===== src/rtl/led_fc_pkg.sv =====
// Shared types and constants for the LED driver FC chain setter.
// Holds the FSM state encoding, the reset FC word and the LAT edge-count
// command codes used by the decoder and the top level.
package led_fc_pkg;

   typedef enum logic [1:0] {
      IDLE     = 2'd0,
      SHIFT    = 2'd1,
      WAIT_WRT = 2'd2
   } fc_state_e;

   localparam logic [47:0] LED_FC_DEFAULT    = 48'h5c0201008048;
   localparam int unsigned LED_FCWRTEN_EDGES = 15;
   localparam int unsigned LED_WRTFC_EDGES   = 5;
   localparam logic [4:0]  LED_EDGE_CNT_MAX  = 5'd31;

endpackage


===== src/rtl/led_lat_cmd_decoder.sv =====
// LAT command decoder: detects SCLK edges on the system clock and counts
// SCLK rising edges while LAT is high. When LAT drops, the edge count
// identifies the command (FCWRTEN or WRTFC); any other count is ignored.
module led_lat_cmd_decoder
   import led_fc_pkg::*;
#(
   parameter int unsigned FCWRTEN_EDGES = LED_FCWRTEN_EDGES,
   parameter int unsigned WRTFC_EDGES   = LED_WRTFC_EDGES
) (
   input  logic clk,
   input  logic rst,
   input  logic sclk,
   input  logic lat,
   output logic sclk_neg,
   output logic fcwrten,
   output logic wrtfc
);

   logic       sclk_q;
   logic       sclk_pos;
   logic [4:0] cnt_q, cnt_d;

   // Registered SCLK copy and saturating LAT-high edge counter.
   always_ff @(posedge clk) begin
      if (rst) begin
         sclk_q <= 1'b0;
         cnt_q  <= '0;
      end else begin
         sclk_q <= sclk;
         cnt_q  <= cnt_d;
      end
   end

   // Edge pulses, counter next value and command strobes on the LAT-low clk.
   always_comb begin
      sclk_pos = sclk & ~sclk_q;
      sclk_neg = ~sclk & sclk_q;
      cnt_d    = cnt_q;
      if (!lat) begin
         cnt_d = '0;
      end else if (sclk_pos && (cnt_q != LED_EDGE_CNT_MAX)) begin
         cnt_d = cnt_q + 5'd1;
      end
      fcwrten = ~lat & (cnt_q == 5'(FCWRTEN_EDGES));
      wrtfc   = ~lat & (cnt_q == 5'(WRTFC_EDGES));
   end

endmodule


===== src/rtl/led_band_fc_chain_setter.sv =====
// FC chain setter: shifts a bank of per-driver FC words out on sout,
// farthest driver first, MSB first, paced by the driver SCLK and framed by
// the FCWRTEN / WRTFC LAT commands. HPS writes land in a pending bank that
// is copied to the active bank on FCWRTEN.
// Optional build macro LED_FC_STATUS_EN adds wr_count / err_count outputs.
module led_band_fc_chain_setter
   import led_fc_pkg::*;
#(
   parameter int unsigned          NUM_DRIVERS   = 4,
   parameter int unsigned          FC_WIDTH      = 48,
   parameter logic [FC_WIDTH-1:0]  DEFAULT_FC    = FC_WIDTH'(LED_FC_DEFAULT),
   parameter int unsigned          FCWRTEN_EDGES = LED_FCWRTEN_EDGES,
   parameter int unsigned          WRTFC_EDGES   = LED_WRTFC_EDGES
) (
   input  logic                      clk,
   input  logic                      rst,
   input  logic                      sclk,
   input  logic                      lat,
   output logic                      sout,
   output logic                      en,
   output logic                      done,
   output logic                      err,
   input  logic                      err_clr,
   input  logic [((NUM_DRIVERS > 1) ? $clog2(NUM_DRIVERS) : 1)-1:0] hps_fc_addr,
   input  logic [FC_WIDTH-1:0]       hps_fc_data,
   input  logic                      hps_fc_write
`ifdef LED_FC_STATUS_EN
   ,
   output logic [15:0]               wr_count,
   output logic [7:0]                err_count
`endif
);

   localparam int unsigned TOTAL = NUM_DRIVERS * FC_WIDTH;
   localparam int unsigned BW    = (TOTAL > 1) ? $clog2(TOTAL) : 1;
   localparam logic [BW-1:0] LAST_IDX = BW'(TOTAL - 1);

   logic [FC_WIDTH-1:0] pend_q [NUM_DRIVERS];
   logic [FC_WIDTH-1:0] act_q  [NUM_DRIVERS];
   logic [TOTAL-1:0]    act_flat;

   fc_state_e           state_q, state_d;
   logic [BW-1:0]       bit_idx_q, bit_idx_d;
   logic                err_q, err_ev;
   logic                done_q, done_d;
   logic                sclk_neg, fcwrten, wrtfc;

   led_lat_cmd_decoder #(
      .FCWRTEN_EDGES (FCWRTEN_EDGES),
      .WRTFC_EDGES   (WRTFC_EDGES)
   ) u_dec (
      .clk      (clk),
      .rst      (rst),
      .sclk     (sclk),
      .lat      (lat),
      .sclk_neg (sclk_neg),
      .fcwrten  (fcwrten),
      .wrtfc    (wrtfc)
   );

   // Pending bank takes HPS writes; active bank snapshots it on FCWRTEN.
   always_ff @(posedge clk) begin
      if (rst) begin
         for (int unsigned i = 0; i < NUM_DRIVERS; i++) begin
            pend_q[i] <= DEFAULT_FC;
            act_q[i]  <= DEFAULT_FC;
         end
      end else begin
         if (hps_fc_write && (32'(hps_fc_addr) < NUM_DRIVERS)) begin
            pend_q[hps_fc_addr] <= hps_fc_data;
         end
         if (fcwrten) begin
            for (int unsigned i = 0; i < NUM_DRIVERS; i++) begin
               act_q[i] <= pend_q[i];
            end
         end
      end
   end

   // Flatten the active bank so driver NUM_DRIVERS-1 occupies the top bits.
   always_comb begin
      act_flat = '0;
      for (int unsigned i = 0; i < NUM_DRIVERS; i++) begin
         act_flat[i*FC_WIDTH +: FC_WIDTH] = act_q[i];
      end
   end

   assign sout = act_flat[bit_idx_q];

   // State register with bit index, sticky error (set beats clear) and done.
   always_ff @(posedge clk) begin
      if (rst) begin
         state_q   <= IDLE;
         bit_idx_q <= LAST_IDX;
         err_q     <= 1'b0;
         done_q    <= 1'b0;
      end else begin
         state_q   <= state_d;
         bit_idx_q <= bit_idx_d;
         done_q    <= done_d;
         if (err_ev) begin
            err_q <= 1'b1;
         end else if (err_clr) begin
            err_q <= 1'b0;
         end
      end
   end

   // Next-state logic; a command arriving out of sequence flags an error.
   always_comb begin
      state_d   = state_q;
      bit_idx_d = bit_idx_q;
      err_ev    = 1'b0;
      case (state_q)
         IDLE: begin
            if (fcwrten) begin
               state_d   = SHIFT;
               bit_idx_d = LAST_IDX;
            end else if (wrtfc) begin
               err_ev = 1'b1;
            end
         end
         SHIFT: begin
            if (fcwrten) begin
               err_ev    = 1'b1;
               bit_idx_d = LAST_IDX;
            end else if (wrtfc) begin
               err_ev  = 1'b1;
               state_d = IDLE;
            end else if (sclk_neg) begin
               if (bit_idx_q == '0) begin
                  state_d = WAIT_WRT;
               end else begin
                  bit_idx_d = bit_idx_q - 1'b1;
               end
            end
         end
         WAIT_WRT: begin
            if (fcwrten) begin
               err_ev    = 1'b1;
               state_d   = SHIFT;
               bit_idx_d = LAST_IDX;
            end else if (wrtfc) begin
               state_d = IDLE;
            end
         end
         default: begin
            state_d = IDLE;
         end
      endcase
   end

   // Outputs: chain released in IDLE, done follows a WRTFC after a full shift.
   always_comb begin
      en     = (state_q == IDLE);
      done_d = (state_q == WAIT_WRT) & wrtfc & ~fcwrten;
   end

   assign done = done_q;
   assign err  = err_q;

`ifdef LED_FC_STATUS_EN
   logic [15:0] wr_count_q;
   logic [7:0]  err_count_q;

   // Completed-write counter (wrapping) and error-event counter (saturating).
   always_ff @(posedge clk) begin
      if (rst) begin
         wr_count_q  <= '0;
         err_count_q <= '0;
      end else begin
         if (done_d) begin
            wr_count_q <= wr_count_q + 16'd1;
         end
         if (err_ev && (err_count_q != '1)) begin
            err_count_q <= err_count_q + 8'd1;
         end
      end
   end

   assign wr_count  = wr_count_q;
   assign err_count = err_count_q;
`endif

endmodule


===== config.mk =====
export PLATFORM = sky130hd
export DESIGN_NAME = led_band_fc_chain_setter
export DESIGN_NICKNAME = d
export VERILOG_FILES = /design/src/rtl/led_fc_pkg.sv /design/src/rtl/led_lat_cmd_decoder.sv /design/src/rtl/led_band_fc_chain_setter.sv
export SDC_FILE = /design/constraint.sdc
export NUM_CORES = 1
export LEC_CHECK = 0
export ABC_AREA = 1
export CAP_MARGIN = 0
export CELL_PAD_IN_SITES_DETAIL_PLACEMENT = 1
export CELL_PAD_IN_SITES_GLOBAL_PLACEMENT = 1
export CORE_UTILIZATION = 25
export DETAILED_ROUTE_END_ITERATION = 16
export GPL_TIMING_DRIVEN = 0
export MAX_ROUTING_LAYER = met4
export PLACE_DENSITY = 0.43
export SETUP_SLACK_MARGIN = 0.3
export SLEW_MARGIN = 20
export SYNTH_ARGS = -nofsm -noshare
export SYNTH_HDL_FRONTEND = slang
export SYNTH_SLANG_ARGS = --single-unit

===== constraint.sdc =====
create_clock -name clk -period 16.7 [get_ports clk]
set_input_delay 3.34 -clock clk [delete_from_list [all_inputs] [get_ports clk]]
set_output_delay 3.34 -clock clk [all_outputs]
set_load 0.03 [all_outputs]

==> images/closeup.png <==
Window x 189 to 209, y 189 to 209 µm. Cells in grey, sequential cells in the stronger grey; small squares are vias.
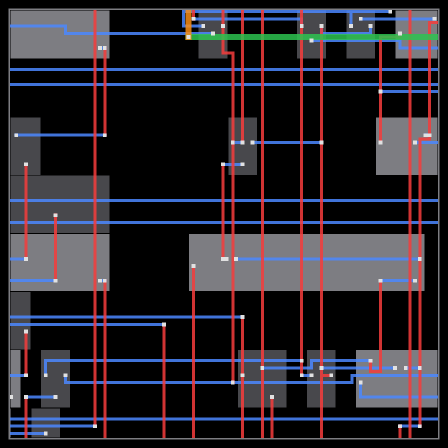
colour	layer
green	M3
blue	M1
red	M2
orange	M4
netlist names of flops here include	`pend_q` (1)
cells with their middle in the window	11
most frequent	nand2_1 (6), or2_2 (2)
sequential cells in the window	1

==> images/port_trees.png <==
Drawn at 1.5 px/µm.
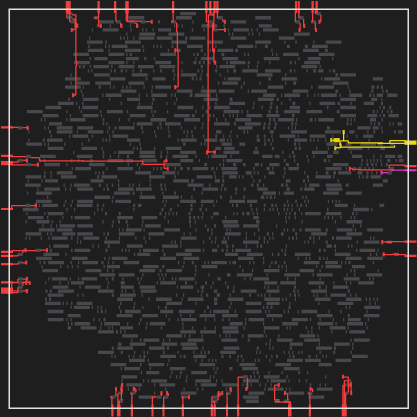
colour	port	bits	direction	edge	end cells	wire
red	`hps_fc_data`	48	input	17 south, 16 north, 12 west, 3 east	52	1020 µm
yellow	`hps_fc_addr`	2	input	east	5	118 µm
magenta	`en`	1	output	east	1	14.8 µm
number of I/O pins: 60
number of I/O port buffers: 58

==> images/m2.png <==
Drawn at 1.5 px/µm.
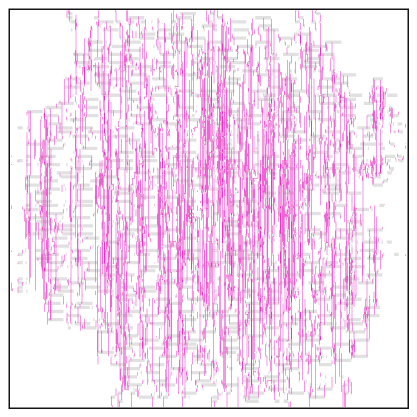
wire length on this layer	29.4 mm
main direction	vertical
WL final: 62020 µm
GR Util met2: 0.3041

==> images/layers.png <==
Drawn at 2 px/µm. Two of the layers only.
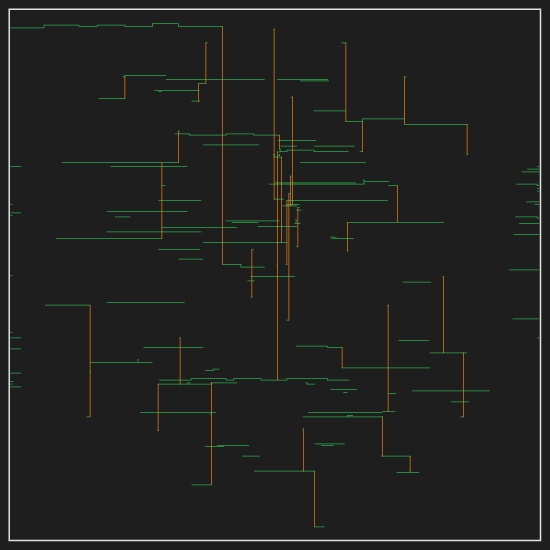
colour	layer	wire length
orange	M4	1160 µm
green	M3	2140 µm
total routing resource utilization after global routing: 0.1861
count of vias placed by the detailed router: 11800

==> images/clock_nets.png <==
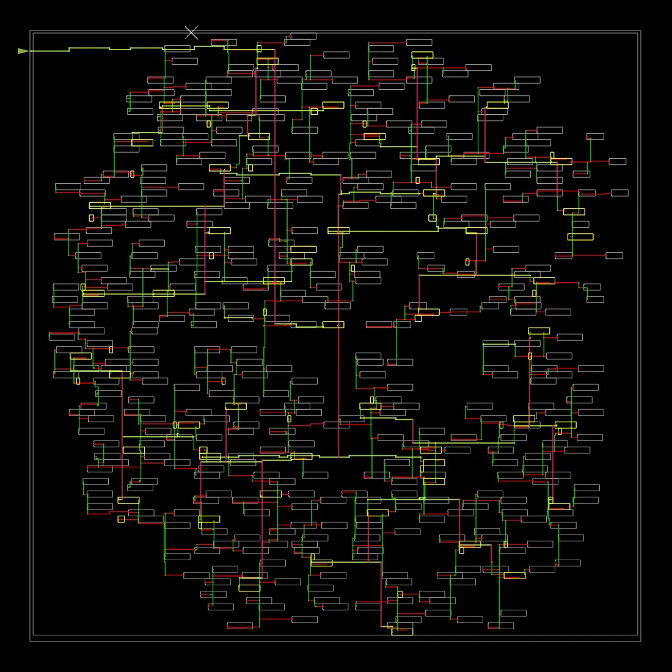
count of flip-flops and latches: 402
sinks on the clock net: 402
Max Clock Skew: 0.02142 ns

==> flow_summary_export.csv <==
group,metric,value,unit
grt,grt_first_pass_wirelength,89390,µm
synthesis,synth.most_common_cell,"sky130_fd_sc_hd__nor2_1",
routing,wl_met1,29280,µm
grt,grt.met3_usage,0.02387,
grt,vias_in_the_first_global_route,12420,
grt,grt_start_max_net_pins,54,
clock_tree,cts_root_buf,"sky130_fd_sc_hd__clkbuf_16",
pwr,sum_of_internal_switching_and_leakage_power,2.344,mW
synthesis,ys_types,34,
pwr,max-vdd-ir-drop,0.06650,mV
layout,area.growth.synth_to_final,19.78,%
grt,antenna_found_initial,1,
setup_path,timing.critical_path.fanout_max,10,
clock_tree,tritoncts,"yes",
place,standard_cell_area_after_detailed_placement,19240,µm²
flow_run,drv_cap,0,
status,failing_checks,"DRC",
setup_path,timing.critical_path.from_type,"flop",
sta,period_used_share,0.4232,
place,place_congestion,0.8006,
routing,drc_errors,2,
setup_path,cp_data_arrival_time,3.73,ns
floorplanning,placeableCoreArea,68470,µm²
setup_path,crit_chain,"buf_2 > clkbuf_1 > nand3_1 > nand3_1 > nand2_1 > a21oi_1 > nand2_1 > nand3_1 > nand2_1 > nand2_1 > nand3_1 > clkdlybuf4s50_1",
sta,finalSetupTns,0,ns
floorplanning,fp-row-count,96,
worst_hold_path,worstHoldPathCells,1,
status,run_status,"finished with violations",
## area by class of cell
type                       count  area (µm²)
sequential                   402       11890
multi-input combinational    909        3935
timing repair buffer          70       814.5
tap                          882        1104
buffer                        81       426.7
antenna                        1       2.502
fill                        7780       47770
inverter                     286        1074
clock buffer                  59        1264
clock inverter                28       188.9
## critical path, delay by kind of cell (launching register included)
family | cells | cell delay (ns)
flip-flops | 1 | 0.30
AND/OR/NAND/NOR | 8 | 1.02
buffers and inverters | 3 | 1.58
AND-OR/OR-AND | 1 | 0.22
## placed cells by master, fill, tap and decap left out, drive strengths merged
cell           count
diode              1
nand3             87
a21oi             16
nand3b             2
inv              287
clkbuf           102
or2               36
nor4               1
nor3              45
bufinv             2
o31ai              1
nand2            259
xor2               1
buf               50
a22oi              1
clkinv            22
nor2             396
edfxtp           384
a21boi             1
clkinvlp           3
o21bai             1
nand4              1
o211a              1
dfxtp             18
clkdlybuf4s50     58
ha                 6
o21ai             51
o211ai             2
o21a               1
## power by group through the flow
stage | Sequential, mW | Clock (mW) | Combinational [mW]
floorplan | 1.19 | 0 | 0.0866
global placement | 1.20 | 0 | 0.167
detailed placement | 1.19 | 0 | 0.177
CTS | 1.17 | 1.03 | 0.178
global route | 1.17 | 1.06 | 0.191
finish | 1.17 | 1.00 | 0.174
## sequential cells by signal, summed over array words and instances, names as in the netlist
name,count
u_dec.sclk_q,1
act_q,192
u_dec.cnt_q,5
done,1
bit_idx_q,8
pend_q,192
err,1
state_q,2
## per-stage QoR
step                worst slack, ns  std cells
finish                        9.633       2718
floorplan                     8.368       1678
global route                  9.551       2717
detailed placement            9.886       2630
global placement              4.296       2618
CTS                           9.661       2717
No activity file was given, so power comes from the tool's default toggle rates.
